## config.mk

```make
export PLATFORM = sky130hd
export DESIGN_NAME = key_press_conditioner
export DESIGN_NICKNAME = d
export VERILOG_FILES = /design/src/rtl/key_press_conditioner.sv
export SDC_FILE = /design/constraint.sdc
export NUM_CORES = 1
export LEC_CHECK = 0
export ABC_AREA = 1
export CORE_MARGIN = 4
export CORE_UTILIZATION = 33
export CTS_BUF_LIST = sky130_fd_sc_hd__clkbuf_4 sky130_fd_sc_hd__clkbuf_8
export CTS_CLUSTER_DIAMETER = 150
export DETAILED_ROUTE_END_ITERATION = 10
export GPL_TIMING_DRIVEN = 0
export PLACE_DENSITY_LB_ADDON = 0.3
export SLEW_MARGIN = 20
export SYNTH_ARGS = -nofsm -noshare
export SYNTH_HDL_FRONTEND = slang
export SYNTH_SLANG_ARGS = --single-unit
```

## constraint.sdc

```tcl
create_clock -name clock -period 1.55 [get_ports clock]
set_input_delay 0.2325 -clock clock [delete_from_list [all_inputs] [get_ports clock]]
set_output_delay 0.2325 -clock clock [all_outputs]
set_load 0.02 [all_outputs]
```

## src/rtl/key_press_conditioner.sv

```systemverilog
// Push-button conditioner: 2-flop sync, per-key debounce, and a one-shot press FSM
// that emits a single one-hot pulse per accepted press, then waits for all keys released.
module key_press_conditioner #(
  parameter int KEY_WIDTH       = 4,
  parameter int DEBOUNCE_CYCLES = 50000,
  parameter bit KEYS_ACTIVE_LOW = 1'b1
) (
  input  logic                 clock,
  input  logic                 reset,
  input  logic [KEY_WIDTH-1:0] key_raw,
  output logic [KEY_WIDTH-1:0] key_pulse,
  output logic                 key_held,
  output logic [KEY_WIDTH-1:0] key_level
);

  localparam int CNT_W = $clog2(DEBOUNCE_CYCLES + 1);
  localparam logic [CNT_W-1:0] CNT_LAST = CNT_W'(DEBOUNCE_CYCLES - 1);
  localparam logic [KEY_WIDTH-1:0] RELEASED = {KEY_WIDTH{KEYS_ACTIVE_LOW}};

  typedef enum logic [1:0] {
    ST_IDLE  = 2'd0,
    ST_PULSE = 2'd1,
    ST_HELD  = 2'd2
  } state_t;

  logic [KEY_WIDTH-1:0] sync1_q, sync2_q, sync_norm;
  logic [KEY_WIDTH-1:0] level_q, level_d;
  logic [CNT_W-1:0]     cnt_q [KEY_WIDTH];
  logic [CNT_W-1:0]     cnt_d [KEY_WIDTH];
  state_t               state_q, state_d;
  logic [KEY_WIDTH-1:0] sel_q, sel_d, lowest_bit;
  logic [KEY_WIDTH-1:0] pulse_q, pulse_d;
  logic                 held_q, held_d;

  // XOR with the released pattern maps both polarities onto pressed = 1.
  assign sync_norm = sync2_q ^ RELEASED;

  always_ff @(posedge clock or negedge reset) begin
    if (!reset) begin
      sync1_q <= RELEASED;
      sync2_q <= RELEASED;
    end else begin
      sync1_q <= key_raw;
      sync2_q <= sync1_q;
    end
  end

  always_comb begin
    level_d = level_q;
    for (int i = 0; i < KEY_WIDTH; i++) begin
      cnt_d[i] = '0;
      if (sync_norm[i] != level_q[i]) begin
        if (cnt_q[i] == CNT_LAST) begin
          level_d[i] = sync_norm[i];
        end else begin
          cnt_d[i] = cnt_q[i] + 1'b1;
        end
      end
    end
  end

  always_ff @(posedge clock or negedge reset) begin
    if (!reset) begin
      level_q <= '0;
      for (int i = 0; i < KEY_WIDTH; i++) begin
        cnt_q[i] <= '0;
      end
    end else begin
      level_q <= level_d;
      for (int i = 0; i < KEY_WIDTH; i++) begin
        cnt_q[i] <= cnt_d[i];
      end
    end
  end

  assign lowest_bit = level_q & (~level_q + 1'b1);

  always_comb begin
    state_d = state_q;
    sel_d   = sel_q;
    case (state_q)
      ST_IDLE: begin
        if (|level_q) begin
          sel_d   = lowest_bit;
          state_d = ST_PULSE;
        end
      end
      ST_PULSE: state_d = ST_HELD;
      ST_HELD: begin
        if (level_q == '0) begin
          state_d = ST_IDLE;
        end
      end
      default: state_d = ST_IDLE;
    endcase
    // Outputs are registered from the next state so they line up with state_q.
    pulse_d = (state_d == ST_PULSE) ? sel_d : '0;
    held_d  = (state_d == ST_HELD);
  end

  always_ff @(posedge clock or negedge reset) begin
    if (!reset) begin
      state_q <= ST_IDLE;
      sel_q   <= '0;
      pulse_q <= '0;
      held_q  <= 1'b0;
    end else begin
      state_q <= state_d;
      sel_q   <= sel_d;
      pulse_q <= pulse_d;
      held_q  <= held_d;
    end
  end

  assign key_pulse = pulse_q;
  assign key_held  = held_q;
  assign key_level = level_q;

endmodule

```

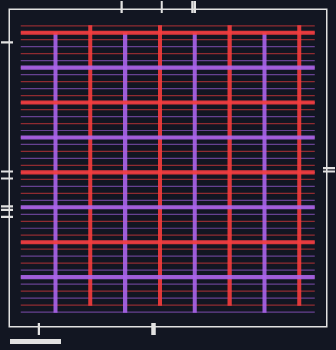
Fig. 1. PDN straps and rails (run 1).
Bar = 20 um. Pins as bars on the die edge.
red -> VDD
purple -> VSS
met5 straps = 8
signal pins = 15
largest voltage drop on the vdd net: 475 uV
Core ar.: 12,800 um^2
die boundary height: 123 um
die outline width: 123 um

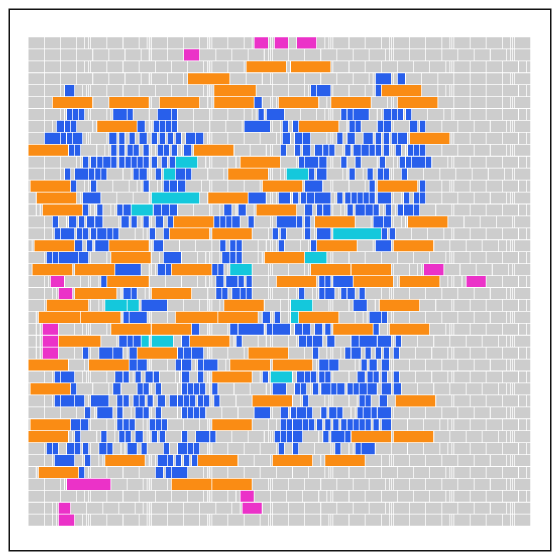
Fig. 2. Placement by cell class (run 1).
Fill, decap, tap and diode cells in gray.
magenta -> remaining buffers and delay cells  # cells 16, share of their area 3.8%
orange -> registers  # cells 84, share of their area 44%
cyan -> clock drivers and dummy loads  # cells 15, share of their area 4.4%
blue -> remaining logic cells  # cells 468, share of their area 48%
share of the core filled with cells: 39.0%
count of standard-cell rows: 41
Seq/total area: 42.4%
post-layout instance area: 4980 um^2

==> flow_summary.html, run 1 <==
<h3>Run summary</h3>
<table>
<tr><th>Metric</th><th>Value</th></tr>
<tr><th colspan="2">Status</th></tr>
<tr><td>Result of the run</td><td>finished, final reports clean</td></tr>
<tr><th colspan="2">Final timing</th></tr>
<tr><td>Slew HR</td><td>66.8%</td></tr>
<tr><td>Part of the cycle the worst path needs</td><td>93.3%</td></tr>
<tr><td>Post-layout minimum cycle time</td><td>1.45 ns</td></tr>
<tr><td>RSZ-0062 raised after global routing</td><td>no</td></tr>
<tr><td>Total negative slack</td><td>0 ns</td></tr>
<tr><td>Final hold violation count</td><td>0</td></tr>
<tr><th colspan="2">Clocking</th></tr>
<tr><td>Clock buffer count from CTS</td><td>9</td></tr>
<tr><td>Maximum buffer depth of the clock tree</td><td>2</td></tr>
<tr><td>Clock tree sinks</td><td>84</td></tr>
<tr><td>Root buffer cell</td><td>sky130_fd_sc_hd__clkbuf_8</td></tr>
<tr><th colspan="2">Power and ir drop</th></tr>
<tr><td>Internal cell power</td><td>3.20 mW</td></tr>
<tr><td>Power per cell area</td><td>825 nW/um^2</td></tr>
<tr><td>Sum of internal, switching and leakage power</td><td>4.11 mW</td></tr>
<tr><td>Switching power</td><td>0.912 mW</td></tr>
<tr><td>P_leak</td><td>2.31 nW</td></tr>
<tr><td>Combinational share of power</td><td>3.9%</td></tr>
<tr><th colspan="2">Setup path</th></tr>
<tr><td>Reg-to-reg critical path startpoint</td><td>cnt_q[32]</td></tr>
<tr><td>Series of cell instances along the critical path</td><td>dlygate4sd2_1</td></tr>
<tr><td>Levels on crit path</td><td>1</td></tr>
<tr><td>Required time reported for the critical path endpoint</td><td>1.32 ns</td></tr>
<tr><td>Worst reg-to-reg setup slack</td><td>0.12 ns</td></tr>
<tr><td>Length in cells of the worst reg-to-reg path</td><td>8</td></tr>
<tr><td>Endpoint of the most critical register-to-register path</td><td>cnt_q[40]</td></tr>
<tr><td>Setup CP Type</td><td>reg -&gt; out</td></tr>
<tr><th colspan="2">Final layout</th></tr>
<tr><td>Reg area</td><td>2110 um^2</td></tr>
<tr><td>Most frequent logic cell in the layout</td><td>sky130_fd_sc_hd__nor2_1</td></tr>
<tr><td>Synth-to-layout area growth</td><td>14.0%</td></tr>
<tr><td>Number of inserted filler cells in the final layout</td><td>1,308</td></tr>
<tr><th colspan="2">Logic synthesis</th></tr>
<tr><td>Floorplan Nets</td><td>562</td></tr>
<tr><td>Instance count of the mapped netlist</td><td>552</td></tr>
<tr><td>Number of unique standard cell types used by synthesis</td><td>25</td></tr>
<tr><td>Post-synth top area cell</td><td>sky130_fd_sc_hd__dfrtp_1</td></tr>
<tr><td>Post-synthesis sequential element count</td><td>84</td></tr>
<tr><td>Synth Warn #</td><td>0</td></tr>
<tr><td>Top_reg_cell synth</td><td>sky130_fd_sc_hd__dfrtp_1</td></tr>
<tr><td>Most frequent cell after synthesis</td><td>sky130_fd_sc_hd__nor2_1</td></tr>
<tr><th colspan="2">GRT</th></tr>
<tr><td>First-pass GRT wire length</td><td>15,000 um</td></tr>
<tr><th colspan="2">Run</th></tr>
<tr><td>Tool warnings</td><td>26</td></tr>
<tr><td>Number of max-cap violations</td><td>0</td></tr>
<tr><th colspan="2">Routing</th></tr>
<tr><td>Number of vias after detailed routing</td><td>3,392</td></tr>
<tr><td>Number of nets still failing antenna checks after routing</td><td>0</td></tr>
<tr><th colspan="2">Placement</th></tr>
<tr><td># port buffers</td><td>14</td></tr>
<tr><td>Post-DP HPWL</td><td>6320 um</td></tr>
<tr><th colspan="2">Hold path</th></tr>
<tr><td>Hold WC Path Type</td><td>in -&gt; reg</td></tr>
</table>
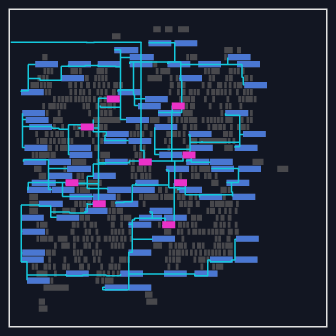
Fig. 3. Clock network drawn from the DEF (run 1).
cyan -> clock wires  # length 1,110 um
blue -> flip-flops  # count 84
magenta -> clock-net drivers  # count 9
routed clock nets = 10
flops lie = spread over the die

-- run 1: what timing repair did --
action | 4_1_cts | 5_1_grt
gates resized | 5 | 7
hold buffers | 1 | 0
endpoints found under the setup margin | 5 | 15
gates cloned | 0 | 0
endpoints found under the hold margin | 34 | 0
-- run 1: stage by stage --
step | worst slack [ns] | instance area [um^2] | std cells
floorplan | 0.268 | 4370 | 552
global placement | -2.87 | 4730 | 738
detailed placement | 0.0591 | 4750 | 739
CTS | 0.00575 | 4960 | 755
global route | 0.0190 | 4980 | 755
finish | 0.104 | 4980 | 755
-- run 1: flip-flops by register name (all words and copies together) (netlist names) --
name,flops
sync2_q,4
state_q,2
cnt_q,64
sync1_q,4
key_pulse,4
key_level,4
sel_q,1
key_held,1
-- run 1: cell families after synthesis --
| logic type | after synthesis | share of synthesized area (%) |
|---|---|---|
| AND-OR/OR-AND | 24 | 2.80 |
| XOR/XNOR | 25 | 5.70 |
| adder cells (fa/ha/maj) | 4 | 1.14 |
| buffers and inverters | 80 | 6.87 |
| flip-flops | 84 | 48.3 |
| AND/OR/NAND/NOR | 335 | 35.2 |
-- run 1: final cells by class --
class | instances | share of cell area, %
clock inverters | 5 | 1.56
clock buffers | 10 | 2.64
flip-flops and latches | 84 | 42.4
inverters | 80 | 6.02
repair buffers | 16 | 3.59
well taps | 172 | 4.32
multi-input cells | 388 | 39.5
-- run 1: power groups by stage --
stage,Sequential (mW),Combinational [mW],Clock [mW]
finish,2.26,0.162,1.69
global route,2.27,0.187,1.85
detailed placement,2.31,0.166,0
global placement,2.31,0.154,0
floorplan,2.30,0.0784,0
CTS,2.26,0.168,1.75
-- run 1: layer usage --
layer  up-vias  track usage (%)  wire length [um]
met1      1560             16.6              4200
li1       1767                -                 -
met3        17             2.24               254
met2        48             19.4              3830
met4         0             5.05               180
met5         -                0                 0
==> run 2, diff against run 1 <==
- CTS_CLUSTER_SIZE: not set -> 30
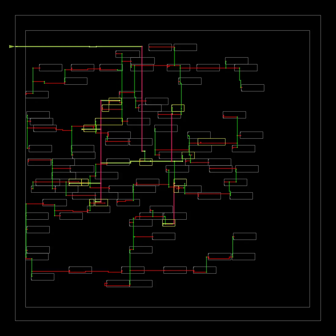
Fig. 4. The clock network (run 2).
Clock Power: 1.69 mW
tally of clock buffers in the finished layout: 10
Layout Skew: 0.00901 ns

==> run 2 against run 1 <==
Die size did not move. Largest cell class unchanged. Highest routed layer unchanged. Fmax did not move. Hold slack did not move. Global-route usage did not move. Critical path type unchanged. Final area did not move. Critical endpoint unchanged. Clock-buffer cell count did not move. Clock skew did not move.
==> flow_summary.html, run 2 <==
<h3>Run summary</h3>
<table>
<tr><th>Metric</th><th>Value</th></tr>
<tr><th colspan="2">Logic synthesis</th></tr>
<tr><td>Floorplan Nets</td><td>562</td></tr>
<tr><td>Number of unique standard cell types used by synthesis</td><td>25</td></tr>
<tr><td>Synth Warn #</td><td>0</td></tr>
<tr><th colspan="2">Power and ir drop</th></tr>
<tr><td>Largest voltage drop on the vdd net</td><td>475 uV</td></tr>
<tr><td>Switching power</td><td>0.912 mW</td></tr>
<tr><td>Power per cell area</td><td>825 nW/um^2</td></tr>
<tr><td>Sum of internal, switching and leakage power</td><td>4.11 mW</td></tr>
<tr><td>P_leak</td><td>2.31 nW</td></tr>
<tr><td>Internal cell power</td><td>3.20 mW</td></tr>
<tr><th colspan="2">Floorplan</th></tr>
<tr><td>Core ar.</td><td>12,800 um^2</td></tr>
<tr><td>Count of standard-cell rows</td><td>41</td></tr>
<tr><td>Die boundary height</td><td>123 um</td></tr>
<tr><th colspan="2">Final layout</th></tr>
<tr><td>Share of the core filled with cells</td><td>39.0%</td></tr>
<tr><td>Number of flip-flops in the largest register</td><td>64</td></tr>
<tr><td>Number of cells in the finished layout apart from fillers</td><td>755</td></tr>
<tr><th colspan="2">Status</th></tr>
<tr><td>Result of the run</td><td>finished, final reports clean</td></tr>
<tr><th colspan="2">Setup path</th></tr>
<tr><td>Required time reported for the critical path endpoint</td><td>1.32 ns</td></tr>
<tr><td>Levels on crit path</td><td>1</td></tr>
<tr><td>Setup CP Type</td><td>reg -&gt; out</td></tr>
<tr><td>Worst reg-to-reg setup slack</td><td>0.12 ns</td></tr>
<tr><td>Reg-to-reg critical path startpoint</td><td>cnt_q[32]</td></tr>
<tr><td>Length in cells of the worst reg-to-reg path</td><td>8</td></tr>
<tr><td>Series of cell instances along the critical path</td><td>dlygate4sd2_1</td></tr>
<tr><td>Endpoint of the most critical register-to-register path</td><td>cnt_q[40]</td></tr>
<tr><th colspan="2">GRT</th></tr>
<tr><td>Met2 Use GR</td><td>19.4%</td></tr>
<tr><td>Layer with the highest usage after global routing</td><td>met2</td></tr>
<tr><td>M1 GR Usage</td><td>16.6%</td></tr>
<tr><td>Global Route met3 Usage</td><td>2.24%</td></tr>
<tr><th colspan="2">Run</th></tr>
<tr><td>Number of max-cap violations</td><td>0</td></tr>
<tr><td>Tool warnings</td><td>26</td></tr>
<tr><th colspan="2">Clocking</th></tr>
<tr><td>Root buffer cell</td><td>sky130_fd_sc_hd__clkbuf_8</td></tr>
<tr><td>Clock buffer count from CTS</td><td>9</td></tr>
<tr><td>Clock tree sinks</td><td>84</td></tr>
<tr><th colspan="2">Final timing</th></tr>
<tr><td>Part of the cycle the worst path needs</td><td>93.3%</td></tr>
<tr><td>Slew HR</td><td>66.8%</td></tr>
<tr><th colspan="2">Placement</th></tr>
<tr><td># port buffers</td><td>14</td></tr>
<tr><td>Post-DP HPWL</td><td>6320 um</td></tr>
<tr><td>Post-placement setup slack</td><td>0.0591 ns</td></tr>
<tr><th colspan="2">Routing</th></tr>
<tr><td>Number of nets still failing antenna checks after routing</td><td>0</td></tr>
</table>
run 2: logic make-up (layout without fill, tap and decap cells):
family,count (synthesis),count (layout),synth area share (%)
simple gates,335,335,35.2
flops,84,84,48.3
buf+inv,80,111,6.87
xor+xnor,25,25,5.70
compound gates,24,24,2.80
fa+ha+maj,4,4,1.14
run 2: worst max-delay path by stage:
| stage | end |
|---|---|
| global route | cnt_q[40] |
| CTS | key_pulse[1] |
| detailed placement | cnt_q[40] |
| floorplan | cnt_q[40] |
| finish | key_level[2] |
| global placement | cnt_q[14] |
run 2: timing repair:
action                                  CTS  global route
endpoints found under the hold margin    34             0
endpoints found under the setup margin    5            15
hold buffers                              1             0
gates resized                             5             7
run 2: through the flow:
stage	setup TNS [ns]	hold WS, ns	cell area, um^2
after detailed placement	0	0.234	4750
after global routing	0	0.261	4980
final	0	0.280	4980
after floorplan	0	-0.0631	4370
after global placement	-232.59	0.348	4730
after CTS	0	0.260	4960
run 2: per-layer routing:
| layer | share of wire (%) | vias to the layer above |
|---|---|---|
| met5 | 0 | - |
| met4 | 2.1 | 0 |
| met3 | 3.0 | 17 |
| met2 | 45 | 48 |
| met1 | 50 | 1560 |
| li1 | - | 1767 |
run 2: power groups by stage:
stage	clock, mW	combinational (mW)	sequential, mW
after floorplan	0	0.0784	2.30
after global placement	0	0.154	2.31
after detailed placement	0	0.166	2.31
after CTS	1.75	0.168	2.26
after global routing	1.85	0.187	2.27
final	1.69	0.162	2.26
run 2: layout make-up:
class	count	area, um^2	area share, %
multi-input cells	388	1970	39.5
clock buffers	10	131	2.64
well taps	172	215	4.32
clock inverters	5	77.6	1.56
flip-flops and latches	84	2110	42.4
repair buffers	16	179	3.59
inverters	80	300	6.02
==> run 3, diff against run 2 <==
- GPL_ROUTABILITY_DRIVEN: not set -> 0
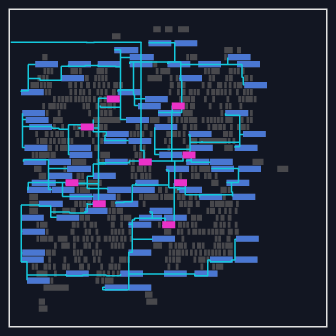
Fig. 5. Clock network drawn from the DEF (run 3).
cyan -> clock wires  # length 1,110 um
magenta -> clock-net drivers  # count 9
blue -> flip-flops  # count 84
routed clock nets = 10
flops lie = spread over the die
part of the power in the clock network: 41.0%
worst skew pair latency: 0.35 ns

==> run 3 against run 2 <==
Clock power barely moved. Non-clock buffer count did not move. Sequential power hardly changed. Global-route usage unchanged. Die size unchanged. Fmax unchanged. Clock-buffer cell count is the same. Area after synthesis stayed put. Utilization did not move. Final area unchanged. Hold slack is the same. Critical path type unchanged. Critical endpoint unchanged. Highest routed layer unchanged.
==> flow_summary.html, run 3 <==
<h3>Run summary</h3>
<table>
<tr><th>Metric</th><th>Value</th></tr>
<tr><th colspan="2">Power and ir drop</th></tr>
<tr><td>Clock Power</td><td>1.69 mW</td></tr>
<tr><td>Biggest power consumer among the groups</td><td>registers</td></tr>
<tr><td>Internal cell power</td><td>3.20 mW</td></tr>
<tr><td>P_leak</td><td>2.31 nW</td></tr>
<tr><td>Power of the combinational group</td><td>0.162 mW</td></tr>
<tr><td>Power per cell area</td><td>825 nW/um^2</td></tr>
<tr><th colspan="2">Status</th></tr>
<tr><td>Result of the run</td><td>finished, final reports clean</td></tr>
<tr><th colspan="2">Floorplan</th></tr>
<tr><td>Count of standard-cell rows</td><td>41</td></tr>
<tr><td>Die outline width</td><td>123 um</td></tr>
<tr><td>Die boundary height</td><td>123 um</td></tr>
<tr><th colspan="2">Routing</th></tr>
<tr><td>Wire length on met3</td><td>254 um</td></tr>
<tr><td>Metal1 wirelength</td><td>4200 um</td></tr>
<tr><td>Top routing layer in use</td><td>met4</td></tr>
<tr><th colspan="2">Logic synthesis</th></tr>
<tr><td>And-or/or-and share of the synthesized area</td><td>2.80%</td></tr>
<tr><td>Biggest combinational cell group after synthesis</td><td>simple AND/OR/NAND/NOR gates</td></tr>
<tr><td>Post-synth top area cell</td><td>sky130_fd_sc_hd__dfrtp_1</td></tr>
<tr><td>Simple-gate area share of the yosys netlist</td><td>35.2%</td></tr>
<tr><td>Synth Warn #</td><td>0</td></tr>
<tr><td>Top_reg_cell synth</td><td>sky130_fd_sc_hd__dfrtp_1</td></tr>
<tr><td>Area fraction in xor and xnor cells</td><td>5.70%</td></tr>
<tr><th colspan="2">Setup path</th></tr>
<tr><td>Series of cell instances along the critical path</td><td>dlygate4sd2_1</td></tr>
<tr><th colspan="2">Final timing</th></tr>
<tr><td>Layout Skew</td><td>0.00901 ns</td></tr>
<tr><td>Slew HR</td><td>66.8%</td></tr>
<tr><td>RSZ-0062 raised after global routing</td><td>no</td></tr>
<tr><th colspan="2">GRT</th></tr>
<tr><td>First-pass GRT wire length</td><td>15,000 um</td></tr>
<tr><td>M1 GR Usage</td><td>16.6%</td></tr>
<tr><td>Met2 Use GR</td><td>19.4%</td></tr>
<tr><th colspan="2">Final layout</th></tr>
<tr><td>Synth-to-layout area growth</td><td>14.0%</td></tr>
<tr><th colspan="2">Hold path</th></tr>
<tr><td>Hold WC Path Type</td><td>in -&gt; reg</td></tr>
<tr><th colspan="2">Clocking</th></tr>
<tr><td>Maximum buffer depth of the clock tree</td><td>2</td></tr>
<tr><td>Clock buffer count from CTS</td><td>9</td></tr>
<tr><th colspan="2">Placement</th></tr>
<tr><td># port buffers</td><td>14</td></tr>
</table>
==> run 3: cell counts after synthesis <==
No cell type changed its count.
==> run 3: final cells by class <==
cell class | count | area [um^2]
Inverter | 80 | 300
Tap cell | 172 | 215
Sequential cell | 84 | 2110
Clock inverter | 5 | 77.6
Timing Repair Buffer | 16 | 179
Multi-Input combinational cell | 388 | 1970
Fill cell | 1308 | 7790
Clock buffer | 10 | 131
==> run 3: worst paths after layout <==
| path | startpoint | end | slack [ns] | depth (start not counted) |
|---|---|---|---|---|
| worst max-delay path | key_level[2] | key_level[2] | 0.10 | 1 |
| worst min-delay path | key_raw[2] | sync1_q[2] | 0.28 | 1 |
| worst max register to register | cnt_q[32] | cnt_q[40] | 0.12 | 8 |
| worst min register to register | sync1_q[1] | sync2_q[1] | 0.36 | 0 |
| max in group asynchronous | reset | sync2_q[3] | 0.51 | 3 |
| min in group asynchronous | reset | cnt_q[32] | 0.38 | 2 |
==> run 3: per-stage QoR <==
| step | total power [mW] | util (%) | worst slack [ns] | std cells |
|---|---|---|---|---|
| after floorplan | 2.38 | - | 0.268 | 552 |
| after global placement | 2.46 | 37.0 | -2.87 | 738 |
| after detailed placement | 2.47 | 37.2 | 0.0591 | 739 |
| after CTS | 4.18 | 38.9 | 0.00575 | 755 |
| after global routing | 4.31 | 39.0 | 0.0190 | 755 |
| final | 4.11 | 39.0 | 0.104 | 755 |
==> run 3: what timing repair did <==
action,CTS,global route
endpoints found under the hold margin,34,0
resized,5,7
hold buffers,1,0
pin swaps,0,0
endpoints found under the setup margin,5,15
==> run 3: logic make-up after synthesis <==
group / count (synthesis)
compound gates: 24
xor+xnor: 25
buf+inv: 80
flops: 84
simple gates: 335
fa+ha+maj: 4
No activity file was given, so power comes from the tool's default toggle rates.
